[src/rtl/bottling_pkg.sv]
// Shared widths, digit type and FSM encoding for the binary-to-BCD converter.
package bottling_pkg;

  localparam int unsigned BIN_W  = 8;
  localparam int unsigned DIGITS = 3;
  localparam int unsigned NIB_W  = 4;
  localparam int unsigned WORK_W = DIGITS * NIB_W;
  localparam int unsigned CNT_W  = $clog2(BIN_W);

  typedef logic [NIB_W-1:0] bcd_t;

  typedef enum logic {
    IDLE  = 1'b0,
    SHIFT = 1'b1
  } state_t;

endpackage

[src/rtl/bcd_dabble_step.sv]
// One double-dabble iteration: add 3 to every nibble >= 5, then shift one bit in.
module bcd_dabble_step
  import bottling_pkg::*;
(
  input  logic [WORK_W-1:0] i_work,
  input  logic              i_bit,
  output logic [WORK_W-1:0] o_work_c
);

  logic [WORK_W-1:0] w_adj;

  always_comb begin
    w_adj = i_work;
    for (int d = 0; d < int'(DIGITS); d++) begin
      if (i_work[d*NIB_W +: NIB_W] >= NIB_W'(5))
        w_adj[d*NIB_W +: NIB_W] = i_work[d*NIB_W +: NIB_W] + NIB_W'(3);
    end
    // The top bit shifted out is always 0 for an 8-bit input (max hundreds = 2).
    o_work_c = {w_adj[WORK_W-2:0], i_bit};
  end

endmodule

[src/rtl/count_bcd_converter.sv]
// Serial 8-bit binary to 3-digit BCD converter, one bit per cycle, 8-cycle latency.
// Define COUNT_BCD_BLANK_EN to replace leading-zero digits with BLANK_CODE.
module count_bcd_converter
  import bottling_pkg::*;
#(
  parameter bcd_t BLANK_CODE = 4'hF
) (
  input  logic             clk,
  input  logic             reset,
  input  logic             start,
  input  logic [BIN_W-1:0] bin,
  output logic             busy,
  output logic             done,
  output bcd_t             bcd [DIGITS:1]
);

`ifdef COUNT_BCD_BLANK_EN
  localparam bit BLANK_EN = 1'b1;
`else
  localparam bit BLANK_EN = 1'b0;
`endif

  state_t            r_state;
  logic [CNT_W-1:0]  r_cnt;
  logic [BIN_W-1:0]  r_bin;
  logic [WORK_W-1:0] r_work;
  logic [WORK_W-1:0] w_work_next;
  bcd_t              w_hund;
  bcd_t              w_tens;
  bcd_t              w_ones;
  logic              w_blank_h;
  logic              w_blank_t;

  bcd_dabble_step u_step (
    .i_work   (r_work),
    .i_bit    (r_bin[BIN_W-1]),
    .o_work_c (w_work_next)
  );

  assign w_hund    = w_work_next[2*NIB_W +: NIB_W];
  assign w_tens    = w_work_next[NIB_W +: NIB_W];
  assign w_ones    = w_work_next[0 +: NIB_W];
  assign w_blank_h = BLANK_EN && (w_hund == NIB_W'(0));
  assign w_blank_t = w_blank_h && (w_tens == NIB_W'(0));

  always_ff @(posedge clk or posedge reset) begin
    if (reset) begin
      r_state <= IDLE;
      r_cnt   <= '0;
      r_bin   <= '0;
      r_work  <= '0;
      busy    <= 1'b0;
      done    <= 1'b0;
      bcd[3]  <= '0;
      bcd[2]  <= '0;
      bcd[1]  <= '0;
    end else begin
      done <= 1'b0;
      case (r_state)
        IDLE: begin
          if (start) begin
            r_bin   <= bin;
            r_work  <= '0;
            r_cnt   <= '0;
            busy    <= 1'b1;
            r_state <= SHIFT;
          end
        end
        SHIFT: begin
          r_work <= w_work_next;
          r_bin  <= {r_bin[BIN_W-2:0], 1'b0};
          r_cnt  <= r_cnt + CNT_W'(1);
          // Last bit: publish the final digits straight from the step output.
          if (r_cnt == CNT_W'(BIN_W - 1)) begin
            busy    <= 1'b0;
            done    <= 1'b1;
            bcd[3]  <= w_blank_h ? BLANK_CODE : w_hund;
            bcd[2]  <= w_blank_t ? BLANK_CODE : w_tens;
            bcd[1]  <= w_ones;
            r_state <= IDLE;
          end
        end
        default: r_state <= IDLE;
      endcase
    end
  end

endmodule

[config.mk]
export PLATFORM = sky130hd
export DESIGN_NAME = count_bcd_converter
export DESIGN_NICKNAME = d
export VERILOG_FILES = /design/src/rtl/bottling_pkg.sv /design/src/rtl/bcd_dabble_step.sv /design/src/rtl/count_bcd_converter.sv
export SDC_FILE = /design/constraint.sdc
export NUM_CORES = 1
export LEC_CHECK = 0
export ABC_AREA = 0
export CAP_MARGIN = 20
export CORE_MARGIN = 5
export CORE_UTILIZATION = 62
export DETAILED_ROUTE_END_ITERATION = 8
export DONT_BUFFER_PORTS = 1
export GPL_TIMING_DRIVEN = 0
export MAX_ROUTING_LAYER = met4
export PLACE_DENSITY = 0.82
export SLEW_MARGIN = 15
export SYNTH_ARGS = -nofsm -noshare
export SYNTH_HDL_FRONTEND = slang
export SYNTH_SLANG_ARGS = --single-unit
[constraint.sdc]
create_clock -name clk -period 2.3 [get_ports clk]
set_input_delay 0.345 -clock clk [delete_from_list [all_inputs] [get_ports clk]]
set_output_delay 0.345 -clock clk [all_outputs]
set_load 0.01 [all_outputs]
### Layout detail

Window x 4 to 29, y 37 to 62 um. Cells in gray, sequential cells in the stronger gray; small squares are vias.
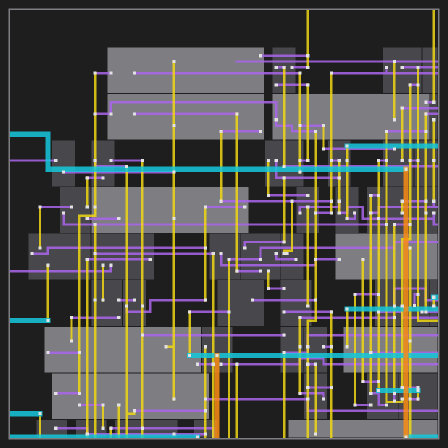
cyan -> M3
purple -> M1
orange -> M4
yellow -> M2
sequential cells in the window = 8
cells with their middle in the window = 37
netlist names of flops here include = r_bin (3), r_work (3), bcd (2)
most frequent = dfrtp_1 (8), nor2_1 (4), nand2_1 (4)

### Routing congestion map

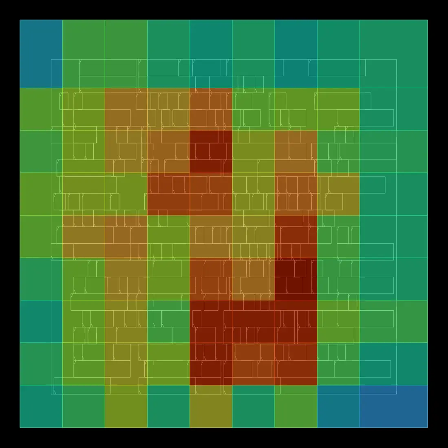
Final Core Density: 68.57%
M2 GR Usage: 35.69%
GRT Total Usage: 22.89%
GRT Max-Usage Layer: met2
met3 Resource Use GR: 6.463%

### Placement by cell class

Scale: 6 px per um.
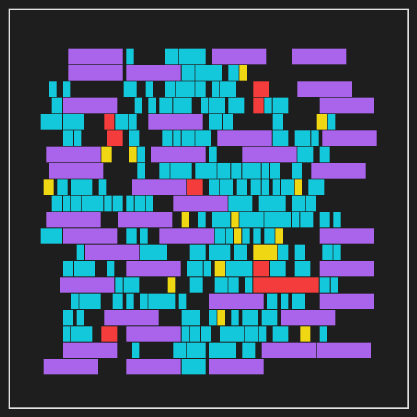
yellow -> remaining buffers and delay cells  # cells 15, share of their area 3.4%
red -> clock drivers and dummy loads  # cells 8, share of their area 3.8%
purple -> registers  # cells 38, share of their area 47%
cyan -> remaining logic cells  # cells 155, share of their area 46%
# rows: 20
flop share of the area: 45.43%
core box area: 0.003053 mm2
final instance area: 0.002093 mm2

### The metal 1 layer

Scale: 8 px per um.
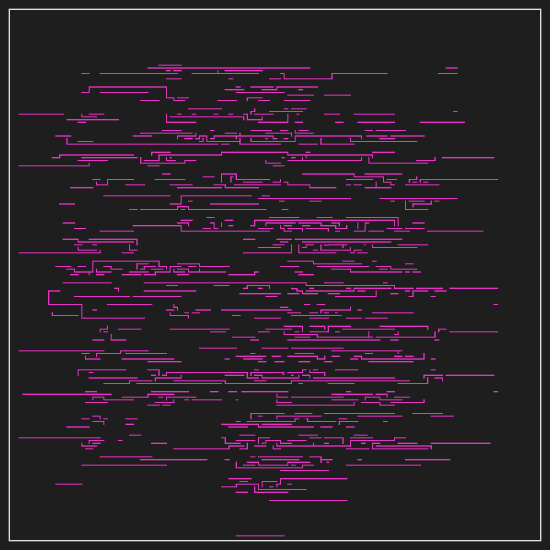
longest straight run = 20.2 um
nets with wire on the layer = 215

### Sizing map

Scale: 6 px per um.
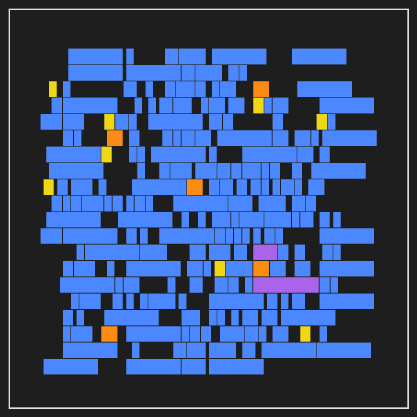
orange -> x3 and x4  # cells 5
purple -> x6 and larger  # cells 2
yellow -> x2  # cells 8
blue -> x1 and smaller  # cells 201

==> flow_metrics.py <==
# Synthesis and PnR figures
metrics = {
    "run_status": {
        "violations": "hold timing",
        "status": "complete, but fails checks",
    },
    "synth": {
        "yosysSeqAreaShare_pct": 48.50,
        "syn_area_per_cell_um2": 9.426,
        "synthMuxAreaShare_pct": 4.595,
    },
    "die": {
        "die_w_um": 66.24,
        "die-height_um": 66.24,
    },
    "detailed_routing": {
        "wl_met2_um": 2052,
        "antenna_left": 0,
        "drtIter0Drc": 87,
        "routed_wl_um": 4298,
        "post_drt_wl_per_cell_um": 16.53,
    },
    "final_timing": {
        "slew_viol_final": 0,
        "hold_viol": 7,
        "setup_slack_ns": 0.5138,
        "hold_ws_ns": -0.003798,
        "max_slew_margin_pct": 48.87,
    },
    "global_routing": {
        "grt_pass1_wl_um": 7389,
        "grt_pass1_vias": 1574,
    },
    "run": {
        "drv_cap": 0,
    },
    "critical_path": {
        "cp-startpoint": "r_cnt[0]$_DFFE_PP0P_",
        "critical_path.startpoint_type": "flop",
        "cp_max_fo": 10,
        "cpPeakStageDelay_ns": 0.41,
        "path_class": "reg2reg",
    },
    "clock_network": {
        "htree_num_levels": 2,
        "clk_pin_slew_ns": 0.11,
        "cts_tree": "done",
        "numCtsBuffers": 5,
    },
    "place": {
        "place_ws_ns": 0.5582,
        "routabilityCongestion": 0.9185,
    },
}
## where the power goes
part	total (mW)	switching, mW	internal (mW)
Combinational	1.37	0.862	0.510
Clock	0.453	0.228	0.225
Sequential	1.24	0.267	0.969
## Yosys cell counts
| cell type | count | area share (%) |
|---|---|---|
| a211oi_1 | 3 | 1.1 |
| a211o_1 | 2 | 0.89 |
| a21boi_0 | 2 | 0.77 |
| a311o_1 | 2 | 1.0 |
| o22ai_1 | 3 | 0.96 |
| ha_1 | 8 | 5.1 |
| inv_1 | 11 | 2.1 |
| o311ai_0 | 2 | 0.89 |
| a21oi_1 | 6 | 1.5 |
| nor2_1 | 7 | 1.3 |
| dfrtp_1 | 38 | 49 |
| nor3b_1 | 3 | 1.1 |
| nand4_1 | 2 | 0.64 |
| a32oi_1 | 2 | 0.89 |
| mux2i_1 | 9 | 4.6 |
| nand2_1 | 34 | 6.5 |
| o21ai_0 | 17 | 4.3 |
| buf_6 | 1 | 0.57 |
| o31ai_1 | 7 | 2.7 |
| nor2b_1 | 5 | 1.6 |
| nand3_1 | 13 | 3.3 |
| a2111o_1 | 4 | 2.3 |
| nand2b_1 | 4 | 1.3 |
| clkbuf_1 | 9 | 1.7 |
| nor3_1 | 2 | 0.51 |
| buf_2 | 5 | 1.3 |
| a31oi_1 | 3 | 0.96 |
| or4_1 | 2 | 0.77 |
| nor4_1 | 2 | 0.64 |
## registers in the layout, summed over array words and instances (netlist names)
signal / flops
bcd: 12
busy: 1
done: 1
r_bin: 8
r_cnt: 3
r_state: 1
r_work: 12
## cell type report
cell class,instances,area (um2)
fill,249,959.7
sequential,38,950.9
multi-input combinational,144,898.4
buffer,15,70.07
tap,44,55.05
inverter,11,41.29
clock inverter,3,40.04
clock buffer,5,37.54
No activity file was given, so power comes from the tool's default toggle rates.
